### PDN straps and rails, run 1

Scale: 2 px per um. Pins as bars on the die edge.
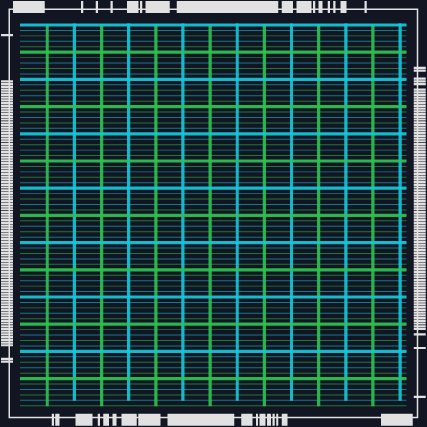
### Placement by cell class, run 1

Scale: 1.5 px per um. Fill, decap, tap and diode cells in gray.
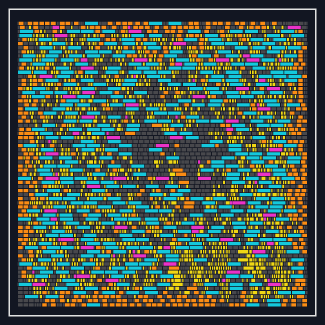
### Routed clock nets over the placement, run 1

Scale: 3 px per um.
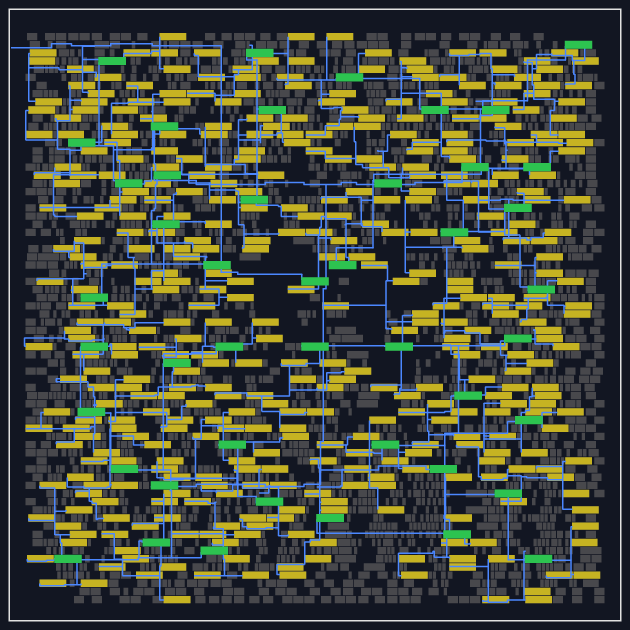
Design idexe_skid, sky130hd; sources not shown.
==> impl_metrics.ini, run 1 <==
; synthesis and place-and-route metrics
[detailed_routing]
remaining_drc_errors = 0
vias = 17470
routed_via_density = 5.730
drt_iter0_markers = 1639
detail_route.wirelength_um = 59830

[critical_path]
cp.required_ns = 2.92
cpLargestDelayFamily = buffers and inverters
arrival_time_reported_for_the_critical_path_endpoint_ns = 2.53
end_kind = output port
path_max_fanout = 193
worstSetupPathType = reg2out
worstSetupStartpointType = flop
r2r_setup_slack_ns = 0.68

[synth]
synth_top_cell_by_area = dfrtp_1
synth_largest_type_area_fraction_pct = 54.87
avgSynthCellArea_um2 = 8.552
ys.flop_type = dfrtp_1
synth-async-reset-ratio_pct = 100.0
synth_cells = 2229

[global_routing]
grt_start_max_net_pins = 221
globalRouteTotalUtil_pct = 28.25

[sta]
unrepaired_setup_endpoints_after_global_routing = false
finalCriticalPeriod_ns = 2.850
maxClockFrequency_mhz = 350.8
worst_case_headroom_to_the_max_slew_limit_pct = 20.81
worst_slack_ns = 0.3997

[clock_network]
cts.root.buffer_cell = clkbuf_16
path_clk_slew_ns = 0.06
cts_max_path_buffers = 3
cts_setup_buffers = 0

[cells_and_area]
finalNonFillerCells = 3048
flop_area_um2 = 10460

[power_and_ir_drop]
final_power_mw = 11.84

[placed_design]
place.gp.congestion = 0.9349
preCtsSetupSlack_ns = 0.3838

[status]
run_status = finished clean

[run]
timing.max_cap.violations = 0
About 'PDN straps and rails':
- green: VSS
- cyan: VDD
- signal pins: 424
- met1 rails: 71
- met5 straps: 14
- met4 straps: 14
- rows: 70
maximum vdd ir drop: 357.8 uV
Die Span Y: 203.3 um
Core Region: 36790 um^2
die extent in x: 203.3 um

About 'Placement by cell class':
- cyan: registers (cells 418)
- magenta: clock drivers and dummy loads (cells 78)
- orange: remaining buffers and delay cells (cells 447)
- yellow: remaining logic cells (cells 1634)
flip-flop and latch share of the layout cell area: 42.08%
core utilization of the finished layout: 67.57%
post-route design area: 24860 um^2

About 'Routed clock nets over the placement':
- green: clock-net drivers (count 45)
- blue: clock wires (length 5370 um)
- yellow: flip-flops (count 418)
- routed clock nets: 46
worst clock skew on the final layout: 0.008837 ns
total clock network power: 4.87 mW
Insertion Delay late pin: 0.56 ns
clock network fraction of design power: 41.1%

run 1: metal layers:
metal	up-vias	global-route usage (%)	routed length (um)
li1	8107	-	-
met1	8436	38.98	24300
met2	796	43.34	27830
met3	120	7.807	5473
met4	6	9.998	2179
met5	-	0	40
run 1: cell usage in the layout (no fill, tap or decap), types with 8 or more instances in the layout:
cell             netlist  layout
dfrtp_1              418     418
o32ai_1               41      41
nand2_2                8       8
nand4_1               16      16
o21ai_0              165     165
clkbuf_8               0      11
nor2_1                37      36
xor2_1                10      10
nand2_1              473     471
o22ai_1              192     192
clkbuf_16              0      45
inv_1                256     256
clkbuf_1              98      14
buf_4                  9      12
buf_12                 0      11
nand3_1              401     401
clkdlybuf4s50_1        0     422
run 1: layout make-up:
class / instances / area share, %
Antenna cell: 3 / 0.03020
Clock buffer: 70 / 5.351
Clock inverter: 8 / 0.1712
Inverter: 262 / 4.037
Multi-Input combinational cell: 1372 / 27.63
Sequential cell: 418 / 42.08
Tap cell: 468 / 2.356
Timing Repair Buffer: 447 / 18.34
run 1: power groups by stage:
stage	Combinational, mW	Sequential (mW)	Clock [mW]
floorplan	0.636	5.57	0
finish	1.47	5.50	4.87
CTS	1.48	5.50	4.95
global route	1.61	5.52	5.20
detailed placement	1.47	5.59	0
global placement	1.45	5.59	0
run 1: kinds of logic (layout without fill, tap and decap cells):
| group | after synthesis | after routing | synth area share [%] |
|---|---|---|---|
| fa+ha+maj | 5 | 5 | 0.4070 |
| other cells | 0 | 3 | 0 |
| compound gates | 403 | 403 | 12.70 |
| buf+inv | 439 | 787 | 9.228 |
| flops | 418 | 418 | 54.87 |
| simple gates | 953 | 953 | 22.29 |
| xor+xnor | 11 | 11 | 0.5054 |
### Wiring by layer, run 1

Scale: 2 px per um. Two of the layers only.
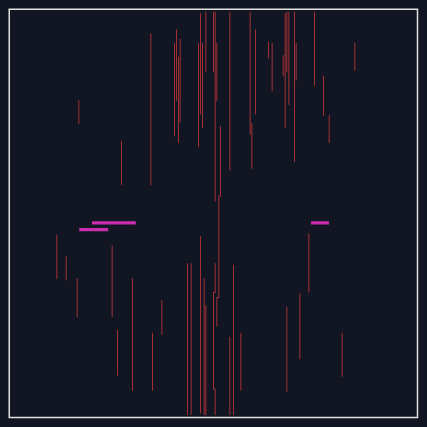

==> run 2, diff against run 1 <==
ABC_CLOCK_PERIOD_IN_PS = 3150   (was 3250)
CTS_CLUSTER_DIAMETER = 60   (was unset)
clock period = 3.15 ns   (was 3.25 ns; I/O delays follow)
### Wiring by layer, run 2

Scale: 2 px per um. Two of the layers only.
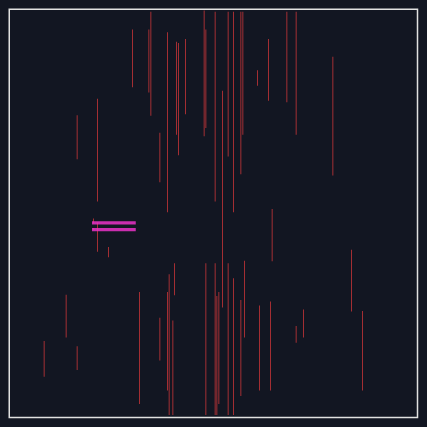
- red: M4 (wire length 2300 um)
- magenta: M5 (wire length 40.5 um)
Via Count: 17460
aggregate global-route resource usage: 27.77%
Total Wirelength: 59210 um
average detailed-routed wire length per instance: 19.55 um

==> impl_metrics.ini, run 2 <==
; synthesis and place-and-route metrics
[placed_design]
place.gp.congestion = 0.8752
preCtsSetupSlack_ns = 0.3156

[synth]
synth_cells = 2229
synth_largest_type_area_fraction_pct = 54.87
synth_top_cell_by_area = dfrtp_1
avgSynthCellArea_um2 = 8.552

[sta]
maxClockFrequency_mhz = 347.9
finalCriticalPeriod_ns = 2.875
unrepaired_setup_endpoints_after_global_routing = false

[detailed_routing]
remaining_drc_errors = 0
routed_via_density = 5.767

[floorplan]
core_area_um2 = 36790
die_h_um = 203.3

[cells_and_area]
mostFrequentLayoutCell = nand2_1
commonest_cells_after_routing_fill_and_taps_aside = 471 x nand2_1, 422 x clkdlybuf4s50_1, 418 x dfrtp_1
utilization_pct = 67.09
finalNonFillerCells = 3028
design_area_um2 = 24680

[status]
run_status = finished clean

[clock_network]
cts_max_path_buffers = 3
path_clk_slew_ns = 0.06
cts.root.buffer_cell = clkbuf_16

[critical_path]
worstSetupPathType = reg2out
end_kind = output port
r2r_setup_slack_ns = 0.60
worstSetupStartpointType = flop
cp.required_ns = 2.83
arrival_time_reported_for_the_critical_path_endpoint_ns = 2.56

[global_routing]
grt_start_max_net_pins = 195

[run]
timing.max_cap.violations = 0
### Routed clock nets over the placement, run 2

Scale: 3 px per um.
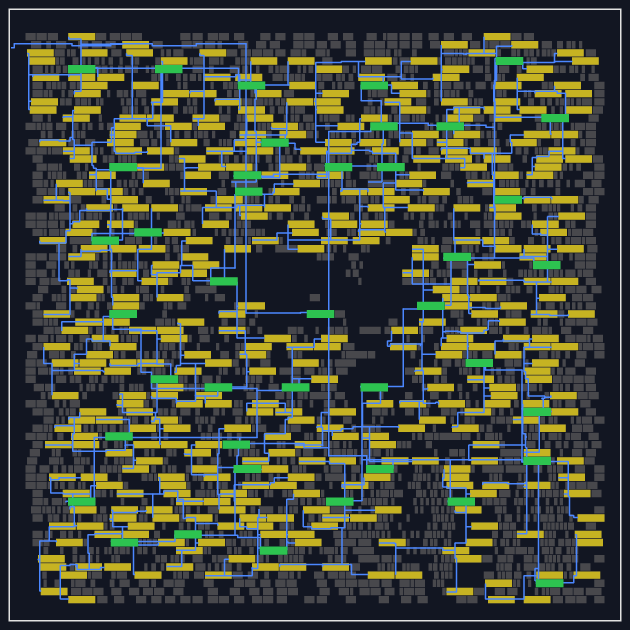
- blue: clock wires (length 5020 um)
- green: clock-net drivers (count 41)
- yellow: flip-flops (count 418)
- routed clock nets: 42
worst clock skew on the final layout: 0.01154 ns
clock network fraction of design power: 38.2%
total clock network power: 4.45 mW
Insertion Delay late pin: 0.54 ns

run 2: cell counts after synthesis:
Identical to the previous run, type by type.
run 2: worst reg2reg max path: stages (launching register included):
cell     delay, ns
dfrtp_1       0.47
inv_6         0.11
nand2_4       0.05
inv_4         0.07
fa_1          0.41
ha_1          0.22
fa_1          0.50
nand3_1       0.17
nor2_2        0.09
inv_2         0.15
nand3_1       0.09
nand2_1       0.06
nand2_1       0.04
run 2: area by class of cell:
| cell class | instances | area (um^2) | area share (%) |
|---|---|---|---|
| multi-input combinational | 1372 | 6867 | 27.82 |
| tap | 468 | 585.6 | 2.373 |
| inverter | 262 | 1003 | 4.066 |
| clock inverter | 2 | 16.27 | 0.06591 |
| timing repair buffer | 448 | 4604 | 18.66 |
| antenna | 8 | 20.02 | 0.08112 |
| sequential | 418 | 10460 | 42.38 |
| clock buffer | 50 | 1122 | 4.548 |
run 2: where the power goes:
group / leakage [nW] / total [mW] / switching, mW / internal [mW]
registers: 5.73 / 5.68 / 0.114 / 5.56
clock network: 0.555 / 4.45 / 1.97 / 2.48
logic: 5.12 / 1.53 / 0.869 / 0.657
total: 11.4 / 11.6 / 2.95 / 8.70
run 2: cell families after synthesis:
kind of cell               synth area share, %
AOI/OAI and AO/OA                        12.70
adders and majority gates               0.4070
xor gates and xnor gates                0.5054
DFF                                      54.87
buffers and inverters                    9.228
and+or+nand+nor                          22.29
run 2: per-layer routing:
layer	part of all wire [%]	wire, um	track usage, %	vias up
li1	-	-	-	8077
met1	41	24150	38.57	8490
met2	47	27690	43.13	781
met3	8.5	5031	6.122	110
met4	3.9	2299	10.65	4
met5	0.068	40	0	-
run 2: timing repair:
action | in CTS | in global routing
endpoints found under the hold margin | 95 | 0
buffers inserted | 0 | 0
hold buffers | 1 | 0
Power and IR drop assume default switching activity.
